<file path="config.mk">
export PLATFORM = sky130hd
export DESIGN_NAME = lane_arbiter_flat
export DESIGN_NICKNAME = d
export VERILOG_FILES = /design/src/rtl/lane_arbiter_if.sv /design/src/rtl/lane_arbiter.sv /design/src/flat_wrapper.sv
export SDC_FILE = /design/constraint.sdc
export NUM_CORES = 1
export LEC_CHECK = 0
export CAP_MARGIN = 30
export CORE_MARGIN = 2
export CORE_UTILIZATION = 42
export CTS_CLUSTER_SIZE = 40
export DETAILED_ROUTE_END_ITERATION = 12
export PLACE_DENSITY = 0.72
export SLEW_MARGIN = 20
export SYNTH_ARGS = -nofsm -noshare
export SYNTH_HDL_FRONTEND = slang
export SYNTH_SLANG_ARGS = --single-unit
</file>
<file path="constraint.sdc">
create_clock -name f2 -period 3.22 [get_ports f2]
set_input_delay 0.966 -clock f2 [delete_from_list [all_inputs] [get_ports f2]]
set_output_delay 0.966 -clock f2 [all_outputs]
set_load 0.01 [all_outputs]
</file>
<file path="src/rtl/lane_arbiter_if.sv">
// Handshake bundle between the lane scheduler and its surroundings: FIFO status and
// back-pressure in, read strobes, mux valids and status out.
interface lane_arbiter_if #(
    parameter int unsigned CNT_W = 3
) ();
    logic             enable;
    logic             fifo0_empty;
    logic             fifo1_empty;
    logic             out_almost_full;
    logic             pop0;
    logic             pop1;
    logic             mux_valid0;
    logic             mux_valid1;
    logic             grant_lane;
    logic [CNT_W-1:0] burst_cnt;
    logic [1:0]       state_o;

    // Environment side: drives FIFO status and enable, observes the scheduler.
    modport master (
        output enable, fifo0_empty, fifo1_empty, out_almost_full,
        input  pop0, pop1, mux_valid0, mux_valid1, grant_lane, burst_cnt, state_o
    );

    // Scheduler side.
    modport slave (
        input  enable, fifo0_empty, fifo1_empty, out_almost_full,
        output pop0, pop1, mux_valid0, mux_valid1, grant_lane, burst_cnt, state_o
    );
endinterface

</file>
<file path="src/rtl/lane_arbiter.sv">
// Round-robin read scheduler for the two-lane TX merge mux. Pops one lane FIFO per cycle,
// caps each lane's burst at BURST_MAX when the other lane is waiting, and raises the mux
// valid one cycle after each pop to match the FIFO read latency.
module lane_arbiter #(
    parameter int unsigned BURST_MAX = 4,
    parameter int unsigned CNT_W     = 3
) (
    input logic           f2,
    input logic           reset_L,
    lane_arbiter_if.slave bus
);

    typedef enum logic [1:0] {
        StIdle   = 2'd0,
        StGrant0 = 2'd1,
        StGrant1 = 2'd2
    } state_e;

    localparam logic [CNT_W-1:0] BurstLast = CNT_W'(BURST_MAX - 1);

    state_e           state_q, state_d;
    logic [CNT_W-1:0] burst_q, burst_d;
    logic             grant_q, grant_d;
    logic             last_q, last_d;
    logic             mux_valid0_q, mux_valid1_q;

    logic   go;
    logic   pop0, pop1;
    logic   cur_lane;
    logic   cur_empty, oth_empty;
    state_e oth_state;

    // Read strobes and next-state decision for the scheduler.
    always_comb begin
        go        = bus.enable && !bus.out_almost_full;
        pop0      = (state_q == StGrant0) && go && !bus.fifo0_empty;
        pop1      = (state_q == StGrant1) && go && !bus.fifo1_empty;
        cur_lane  = (state_q == StGrant1);
        cur_empty = cur_lane ? bus.fifo1_empty : bus.fifo0_empty;
        oth_empty = cur_lane ? bus.fifo0_empty : bus.fifo1_empty;
        oth_state = cur_lane ? StGrant0 : StGrant1;
        state_d   = state_q;
        burst_d   = burst_q;
        last_d    = last_q;

        case (state_q)
            StIdle: begin
                // Entry cycle never pops; last_q breaks the tie when both lanes have data.
                if (go) begin
                    if (!bus.fifo0_empty && (bus.fifo1_empty || last_q)) begin
                        state_d = StGrant0;
                    end else if (!bus.fifo1_empty) begin
                        state_d = StGrant1;
                    end
                end
            end
            StGrant0, StGrant1: begin
                if (!bus.enable) begin
                    state_d = StIdle;
                    burst_d = '0;
                    last_d  = cur_lane;
                end else if (bus.out_almost_full) begin
                    // Stall: hold grant and burst count.
                end else if (!cur_empty) begin
                    if (burst_q == BurstLast) begin
                        burst_d = '0;
                        // Forced switch only when the other lane is waiting; no bubble.
                        if (!oth_empty) begin
                            state_d = oth_state;
                            last_d  = cur_lane;
                        end
                    end else begin
                        burst_d = burst_q + 1'b1;
                    end
                end else begin
                    burst_d = '0;
                    last_d  = cur_lane;
                    state_d = oth_empty ? StIdle : oth_state;
                end
            end
            default: begin
                state_d = StIdle;
                burst_d = '0;
            end
        endcase

        // grant_lane tracks the lane of the next state and holds through IDLE.
        case (state_d)
            StGrant0: grant_d = 1'b0;
            StGrant1: grant_d = 1'b1;
            default:  grant_d = grant_q;
        endcase
    end

    // Scheduler state; last_q resets to 1 so lane 0 wins the first grant.
    always_ff @(posedge f2 or negedge reset_L) begin
        if (!reset_L) begin
            state_q      <= StIdle;
            burst_q      <= '0;
            grant_q      <= 1'b0;
            last_q       <= 1'b1;
            mux_valid0_q <= 1'b0;
            mux_valid1_q <= 1'b0;
        end else begin
            state_q      <= state_d;
            burst_q      <= burst_d;
            grant_q      <= grant_d;
            last_q       <= last_d;
            mux_valid0_q <= pop0;
            mux_valid1_q <= pop1;
        end
    end

    assign bus.pop0       = pop0;
    assign bus.pop1       = pop1;
    assign bus.mux_valid0 = mux_valid0_q;
    assign bus.mux_valid1 = mux_valid1_q;
    assign bus.grant_lane = grant_q;
    assign bus.burst_cnt  = burst_q;
    assign bus.state_o    = state_q;

endmodule
</file>
<file path="src/flat_wrapper.sv">
// flat-port wrapper written by rule: the top's interface ports become plain ports
module lane_arbiter_flat 
#(
    parameter int unsigned BURST_MAX = 4,
    parameter int unsigned CNT_W     = 3
)
  (f2, reset_L, bus_enable, bus_fifo0_empty, bus_fifo1_empty, bus_out_almost_full, bus_pop0, bus_pop1, bus_mux_valid0, bus_mux_valid1, bus_grant_lane, bus_burst_cnt, bus_state_o);
  lane_arbiter_if #(.CNT_W(CNT_W)) bus_i ();
  input logic f2;
  input logic reset_L;
  input wire logic [$bits(bus_i.enable)-1:0] bus_enable;
  input wire logic [$bits(bus_i.fifo0_empty)-1:0] bus_fifo0_empty;
  input wire logic [$bits(bus_i.fifo1_empty)-1:0] bus_fifo1_empty;
  input wire logic [$bits(bus_i.out_almost_full)-1:0] bus_out_almost_full;
  output wire logic [$bits(bus_i.pop0)-1:0] bus_pop0;
  output wire logic [$bits(bus_i.pop1)-1:0] bus_pop1;
  output wire logic [$bits(bus_i.mux_valid0)-1:0] bus_mux_valid0;
  output wire logic [$bits(bus_i.mux_valid1)-1:0] bus_mux_valid1;
  output wire logic [$bits(bus_i.grant_lane)-1:0] bus_grant_lane;
  output wire logic [$bits(bus_i.burst_cnt)-1:0] bus_burst_cnt;
  output wire logic [$bits(bus_i.state_o)-1:0] bus_state_o;
  assign bus_i.enable = bus_enable;
  assign bus_i.fifo0_empty = bus_fifo0_empty;
  assign bus_i.fifo1_empty = bus_fifo1_empty;
  assign bus_i.out_almost_full = bus_out_almost_full;
  assign bus_pop0 = bus_i.pop0;
  assign bus_pop1 = bus_i.pop1;
  assign bus_mux_valid0 = bus_i.mux_valid0;
  assign bus_mux_valid1 = bus_i.mux_valid1;
  assign bus_grant_lane = bus_i.grant_lane;
  assign bus_burst_cnt = bus_i.burst_cnt;
  assign bus_state_o = bus_i.state_o;
  lane_arbiter #(.BURST_MAX(BURST_MAX), .CNT_W(CNT_W)) u_core (.f2(f2), .reset_L(reset_L), .bus(bus_i));
endmodule
</file>
Floorplan with the power grid:
Scale bar: 10 um. Pins as bars on the die edge.
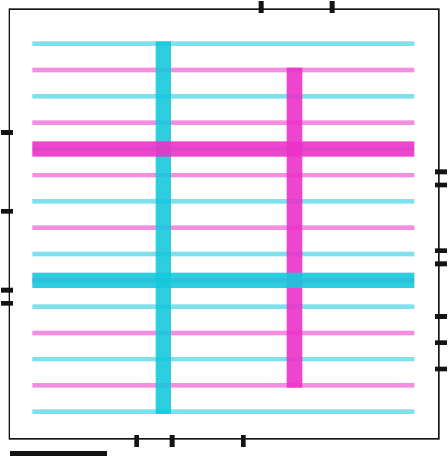
| net | colour |
|---|---|
| VSS | cyan |
| VDD | magenta |
met4 straps: 2
rows: 14
die outline width: 44.3 um
Die Y: 44.3 um
VDD IR-drop max: 0.000324 V

Cell classes on the final placement:
Scale bar: 10 um.
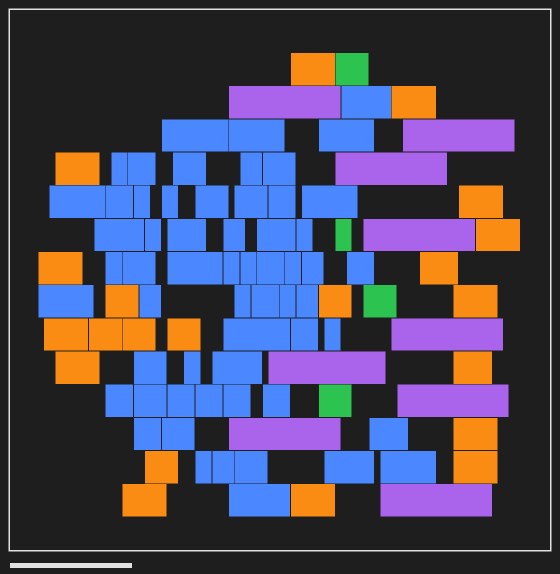
| class | colour | cells |
|---|---|---|
| other buffers and delay cells | orange | 21 |
| flops | purple | 9 |
| combinational and other logic | blue | 59 |
| clock drivers and dummy loads | green | 4 |
row cnt: 14
final core occ: 59.7%
Seq area share: 25.2%

==> run summary <==
yosys + openroad results -> PD cells 634 nW/um^2, clock root buffer clkbuf_4, leakage 0.408 nW, DRT antenna net count 0, global-route wire length before repair 2500 um, Longest Clk Path Bufs 2, largest net degree at the start of global routing 10, Core Region 1510 um^2, Gate Count Post-Synth 71, area occupied by multi-input gates 419 um^2, CTS sink cnt 9, kind of critical path in2out, Critical Path End Type output port, most numerous logic cell after layout clkdlybuf4s50_1, Hold Vio Cnt, Final 0, crit share post-route 97.1%, status finished clean, final instance area 900 um^2, commonest register cell after synthesis dfrtp_1, Synth Warn # 0, antenna violations before repair 0, layout cell share with drive strength beyond 1 20.4%, fraction of registers with async set/reset 100%, Die Size 1960 um^2, Area Overhead vs Synth 31.9%, Syn Nets 84, max_cap viols 0, syn avg cell area 9.60 um^2, ys flops 9, CP required 2.25 ns, Crit path arrival time 2.16 ns, yosys cell count 71, total gr overflow 0, Placed Area 876 um^2, post-DP HPWL 1140 um, diode count 0, Post CTS Setup Buffer Count 0, post-synthesis sequential area ratio 33.2%, DR vias/cell 5.61, Nets 107, input/output buffers 15, count of library flops with an enable pin 0, DR iter-0 viols 3, Slew Limit Fails 0, H-tree levels 1, overall power 0.570 mW
Clock network drawn from the DEF:
Scale bar: 10 um.
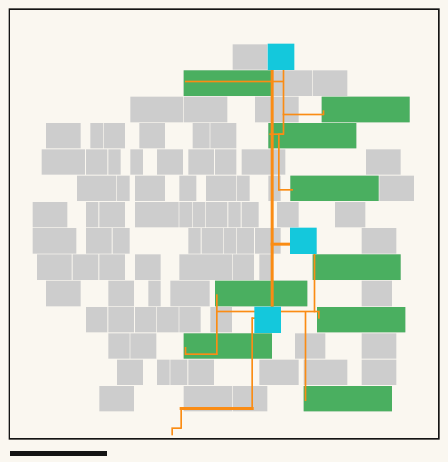
[flip-flops] green | count: 9
[clock drivers] cyan | count: 3
[clock wires] orange | length: 121 um
routed clock nets: 4
Latency at later pin: 0.26 ns
Clock power frac: 15.1%
P_clk: 0.0860 mW
clk_skew: 0.00196 ns

Wiring by layer:
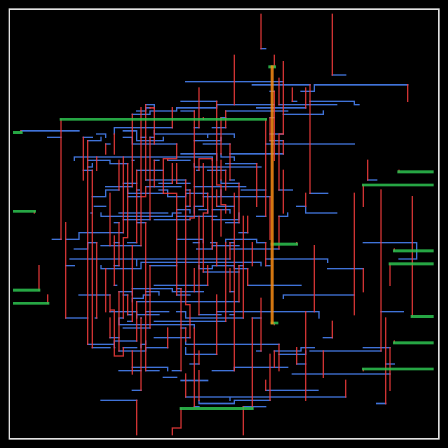
| layer | colour | wire length |
|---|---|---|
| metal 2 | red | 678 um |
| metal 4 | orange | 26.5 um |
| metal 1 | blue | 631 um |
| metal 3 | green | 72.2 um |
Via Count: 612
gr usage total: 17.4%
WL final: 1410 um
DR WL/cell: 12.9 um

-- cells in the mapped netlist (2+ instances only) --
cell type / n / area [um^2]
inv_1: 4 / 15.0
a211oi_1: 2 / 15.0
mux2_2: 4 / 45.0
a21oi_1: 3 / 15.0
o21ai_0: 2 / 10.0
nor2_1: 5 / 18.8
buf_2: 2 / 10.0
a31oi_1: 3 / 18.8
dfrtp_1: 8 / 200
nand2_1: 5 / 18.8
ha_1: 7 / 87.6
o31ai_1: 2 / 15.0
or2_2: 2 / 12.5
nand2b_1: 4 / 25.0
-- layout make-up --
cell class	instances	share of cell area, %
multi-input cells	55	46.6
flip-flops and latches	9	25.2
repair buffers	21	21.4
clock buffers	4	2.92
well taps	16	2.23
inverters	4	1.67
-- metal layers --
layer  vias up  GRT usage (%)  part of all wire (%)  routed length, um
met5         -              0                     0                  0
met4         0           9.09                   1.8                 26
met3         3           2.45                   5.1                 72
met2        19           28.2                    48                678
met1       290           22.2                    45                631
li1        300              -                     -                  -
-- worst max-delay path, cell delays in order --
cell and delay [ns]:
clkdlybuf4s50_1 0.45, nand2b_1 0.20, nor2_1 0.13, and2_1 0.15, dlygate4sd2_1 0.27
-- logic make-up after synthesis --
kind of cell,Yosys count,share of synthesized area (%)
AND/OR/NAND/NOR,23,18.5
flip-flops,9,33.2
AND-OR/OR-AND,20,21.3
adder cells (fa/ha/maj),7,12.8
multiplexers,5,8.81
buffers and inverters,7,5.32
-- worst paths after layout --
kind / start / to / slack, ns / depth (start not counted)
max reg2reg: u_core.bus.state_o[1] / u_core.bus.grant_lane / 0.71 / 8
min reg2reg: u_core.bus.grant_lane / u_core.bus.grant_lane / 0.52 / 1
min: u_core.bus.grant_lane / u_core.bus.grant_lane / 0.52 / 1
min in group asynchronous: reset_L / u_core.bus.burst_cnt[0] / 1.00 / 1
max in group asynchronous: reset_L / u_core.last_q / 1.91 / 1
max: bus_out_almost_full / bus_pop0 / 0.09 / 5
-- sequential cells by signal, indices dropped and copies added (netlist names) --
name	count
u_core.bus.burst_cnt	3
u_core.bus.grant_lane	1
u_core.bus.mux_valid0	1
u_core.bus.mux_valid1	1
u_core.bus.state_o	2
u_core.last_q	1
-- repair_timing --
action / 4_1_cts / 5_1_grt
hold endpoints to repair: 0 / 0
setup endpoints to repair: 2 / 0
gates resized: 2 / 0
-- report_power, final --
group	switching [mW]	total, mW	internal [mW]	leakage, nW
combinational	0.156	0.316	0.159	0.274
sequential	0.0256	0.168	0.143	0.120
clock	0.0383	0.0860	0.0477	0.0150
total	0.220	0.570	0.350	0.408
-- per-stage QoR --
step	utilization (%)	setup WS, ns	cells	setup TNS, ns
floorplan	-	0.768	71	0
global placement	58.1	-0.156	105	-0.200
detailed placement	58.1	-0.182	105	-0.253
CTS	59.7	0.0869	109	0
global route	59.7	0.0119	109	0
finish	59.7	0.0926	109	0
Power and IR drop assume default switching activity.
